## config.mk

```make
export PLATFORM = sky130hd
export DESIGN_NAME = port_input_sync
export DESIGN_NICKNAME = d
export VERILOG_FILES = /design/src/rtl/port_input_sync_pkg.sv /design/src/rtl/port_glitch_filter.sv /design/src/rtl/port_input_sync.sv
export SDC_FILE = /design/constraint.sdc
export NUM_CORES = 1
export LEC_CHECK = 0
export CAP_MARGIN = 0
export CORE_MARGIN = 8
export CORE_UTILIZATION = 42
export DETAILED_ROUTE_END_ITERATION = 10
export PLACE_DENSITY = 0.74
export SLEW_MARGIN = 30
export SYNTH_ARGS = -nofsm -noshare
export SYNTH_HDL_FRONTEND = slang
export SYNTH_HIERARCHICAL = 1
export SYNTH_SLANG_ARGS = --single-unit
export TNS_END_PERCENT = 5
```

## constraint.sdc

```tcl
create_clock -name clk -period 1.6 [get_ports clk]
set_input_delay 0.32 -clock clk [delete_from_list [all_inputs] [get_ports clk]]
set_output_delay 0.32 -clock clk [all_outputs]
set_load 0.05 [all_outputs]
```

## src/rtl/port_input_sync_pkg.sv

```systemverilog
// Shared constants and helpers for the port input conditioning block.
// Latency: n/a (package only).
// Backpressure: n/a.
package port_input_sync_pkg;

    localparam logic [7:0] PORT_RV    = 8'hFF; // pin/port value while in reset
    localparam int         INT0_BIT   = 2;     // P3.2
    localparam int         INT1_BIT   = 3;     // P3.3
    localparam int         FILT_CNT_W = 4;     // holds FILT_LEN up to 15

    // TCON.ITx encoding
    typedef enum logic {
        IE_LEVEL = 1'b0,
        IE_EDGE  = 1'b1
    } ie_mode_t;

    // Next value of an IEx request flag.
    // Priority within one cycle: hardware set > software write > ack clear.
    // Level mode ignores ack and only lets a software write live for one cycle.
    function automatic logic ie_next(
        input ie_mode_t mode,
        input logic     cur,
        input logic     fall,
        input logic     level,
        input logic     wr,
        input logic     wdat,
        input logic     ack
    );
        logic nxt;
        nxt = cur;
        if (mode == IE_EDGE) begin
            if (fall)     nxt = 1'b1;
            else if (wr)  nxt = wdat;
            else if (ack) nxt = 1'b0;
        end else begin
            if (!level)   nxt = 1'b1;
            else if (wr)  nxt = wdat;
            else          nxt = 1'b0;
        end
        return nxt;
    endfunction

endpackage

```

## src/rtl/port_glitch_filter.sv

```systemverilog
// Synchronizer + glitch filter + falling-edge pulse for one external interrupt pin.
// Latency: pad to level = SYNC_STAGES + FILT_LEN clk; fall pulse one clk after level drops.
// Backpressure: none, free-running.
//  clk   in  global clock
//  rst   in  async active-low reset
//  pad   in  raw asynchronous pin
//  level out filtered level (resets to 1)
//  fall  out registered one-cycle pulse on a filtered 1->0 transition
module port_glitch_filter
    import port_input_sync_pkg::*;
#(
    parameter int SYNC_STAGES = 2,
    parameter int FILT_LEN    = 3
) (
    input  logic clk,
    input  logic rst,
    input  logic pad,
    output logic level,
    output logic fall
);

    localparam logic [FILT_CNT_W-1:0] FILT_LEN_C = FILT_CNT_W'(FILT_LEN);

    logic [SYNC_STAGES-1:0] sync_q;
    logic [FILT_CNT_W-1:0]  cnt;
    logic [FILT_CNT_W-1:0]  cnt_inc;
    logic                   smp;
    logic                   lvl_d;

    assign smp     = sync_q[SYNC_STAGES-1];
    assign cnt_inc = cnt + 1'b1;

    always_ff @(posedge clk or negedge rst) begin
        if (!rst) begin
            sync_q <= '1;
            cnt    <= '0;
            level  <= 1'b1;
            lvl_d  <= 1'b1;
            fall   <= 1'b0;
        end else begin
            sync_q <= {sync_q[SYNC_STAGES-2:0], pad};
            lvl_d  <= level;
            // registering the pulse puts the ie flag two clk after the level change
            fall   <= lvl_d & ~level;
            // any sample agreeing with the current level restarts the run count,
            // so runs shorter than FILT_LEN never reach the output
            if (smp == level) begin
                cnt <= '0;
            end else if (cnt_inc == FILT_LEN_C) begin
                level <= smp;
                cnt   <= '0;
            end else begin
                cnt <= cnt_inc;
            end
        end
    end

endmodule

```

## src/rtl/port_input_sync.sv

```systemverilog
// Conditions the 32 raw port pins for PORTS: per-bit synchronizer, INT0/INT1 glitch filters, IE0/IE1 flags.
// Latency: pins SYNC_STAGES clk; P3.2/P3.3 SYNC_STAGES+FILT_LEN clk; pad to ie (edge mode) SYNC_STAGES+FILT_LEN+2 clk.
// Backpressure: none, free-running.
//  clk, rst            global clock, async active-low reset
//  pad0i..pad3i        raw pins (pad3i[2]=INT0, pad3i[3]=INT1)
//  port0i..port3i      synchronized pins to PORTS (port3i[3:2] filtered)
//  it0, it1            1 = falling-edge mode, 0 = low-level mode
//  int0ack, int1ack    interrupt controller vector acknowledge pulses
//  iewe, iedatai       software write of {IE1,IE0}
//  ie0, ie1            interrupt request flags
module port_input_sync
    import port_input_sync_pkg::*;
#(
    parameter int SYNC_STAGES = 2,
    parameter int FILT_LEN    = 3
) (
    input  logic       clk,
    input  logic       rst,
    input  logic [7:0] pad0i,
    input  logic [7:0] pad1i,
    input  logic [7:0] pad2i,
    input  logic [7:0] pad3i,
    output logic [7:0] port0i,
    output logic [7:0] port1i,
    output logic [7:0] port2i,
    output logic [7:0] port3i,
    input  logic       it0,
    input  logic       it1,
    input  logic       int0ack,
    input  logic       int1ack,
    input  logic       iewe,
    input  logic [1:0] iedatai,
    output logic       ie0,
    output logic       ie1
);

    localparam int INT0_IDX = 24 + INT0_BIT;
    localparam int INT1_IDX = 24 + INT1_BIT;

    logic [31:0] pad_all;
    logic [31:0] port_all;
    logic        fall0;
    logic        fall1;

    assign pad_all = {pad3i, pad2i, pad1i, pad0i};

    // Plain synchronizers for every pin except the two interrupt inputs,
    // which get their own chain inside the glitch filters.
    for (genvar i = 0; i < 32; i++) begin : g_bit
        if (i != INT0_IDX && i != INT1_IDX) begin : g_sync
            logic [SYNC_STAGES-1:0] q;
            always_ff @(posedge clk or negedge rst) begin
                if (!rst) q <= {SYNC_STAGES{PORT_RV[i%8]}};
                else      q <= {q[SYNC_STAGES-2:0], pad_all[i]};
            end
            assign port_all[i] = q[SYNC_STAGES-1];
        end
    end

    port_glitch_filter #(
        .SYNC_STAGES (SYNC_STAGES),
        .FILT_LEN    (FILT_LEN)
    ) u_int0_filt (
        .clk   (clk),
        .rst   (rst),
        .pad   (pad_all[INT0_IDX]),
        .level (port_all[INT0_IDX]),
        .fall  (fall0)
    );

    port_glitch_filter #(
        .SYNC_STAGES (SYNC_STAGES),
        .FILT_LEN    (FILT_LEN)
    ) u_int1_filt (
        .clk   (clk),
        .rst   (rst),
        .pad   (pad_all[INT1_IDX]),
        .level (port_all[INT1_IDX]),
        .fall  (fall1)
    );

    assign port0i = port_all[7:0];
    assign port1i = port_all[15:8];
    assign port2i = port_all[23:16];
    assign port3i = port_all[31:24];

    always_ff @(posedge clk or negedge rst) begin
        if (!rst) begin
            ie0 <= 1'b0;
            ie1 <= 1'b0;
        end else begin
            ie0 <= ie_next(ie_mode_t'(it0), ie0, fall0, port_all[INT0_IDX],
                           iewe, iedatai[0], int0ack);
            ie1 <= ie_next(ie_mode_t'(it1), ie1, fall1, port_all[INT1_IDX],
                           iewe, iedatai[1], int1ack);
        end
    end

endmodule

```

==> run notes <==
Quick summary of the implementation run below.

The power group with the largest share is registers. The register with the most flip-flops in the layout has 60 of them. The post-route minimum period came out at 1610 ps. In this run, the synthesized area fraction spent on AND-OR/OR-AND gates is recorded as 0.0146. The tree is rooted in a sky130_fd_sc_hd__clkbuf_8. The H-tree generated during clock tree synthesis spans 3 levels. The setup-violating endpoint count in the final report is 1. The last element of the critical path is u_int0_filt/level$_DFFE_PN1P_. The synthesized netlist has a Yosys-reported chip area of 2660 sq um. The detailed router reports a met3 wire length of roughly 340 um.

The fraction of final layout cells with drive strength greater than 1 is 0.630. Logged for this run, the post-placement worst setup slack is -15.0 ps. The setup slack after layout is -10.5 ps.

The final reports fail on negative setup slack. The max capacitance violation total came out at 0. The post-synth register bit count is 80.

The post-place instance area is between 3000 and 4000 sq um. The share of total power dissipated in combinational logic is 0.226. The flow ran to the end, but the final reports show violations. The sum of overflow across all layers after global routing came out at 0.
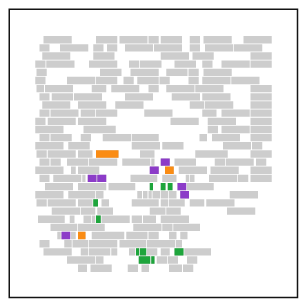
Figure 1: gate-type map.
Drawn at 3 px/um.
NAND gates -> green  # cells 10, where south
inverting AOI/OAI gates -> orange  # cells 3
XOR/XNOR gates -> purple  # cells 7, where centre
fraction of area in multi-input gates: 0.0944
most used logic cell in the final layout: sky130_fd_sc_hd__dfstp_2
final cell count without fillers: 304

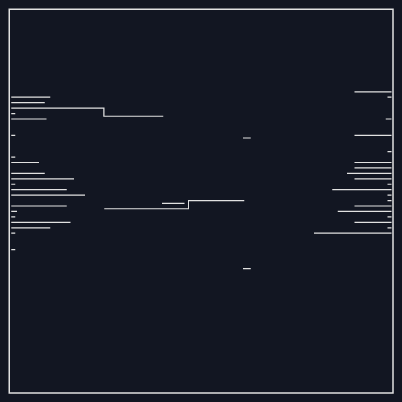
Figure 2: signal wires on met3.
Drawn at 4 px/um.
main direction = horizontal
nets with wire on the layer = 40
routed vias: 1299
wire length after detailed routing: 4650 um

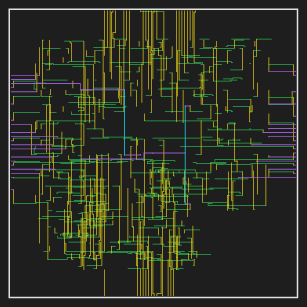
Figure 3: routed metal, one colour a layer.
Drawn at 3 px/um.
met1 -> green  # wire length 1790 um
met4 -> cyan  # wire length 54.4 um
met2 -> yellow  # wire length 2460 um
met3 -> purple  # wire length 343 um
wire length per cell: 15.3 um
total routing resource utilization after global routing: 0.109

Power is estimated from default activity; no workload was simulated.
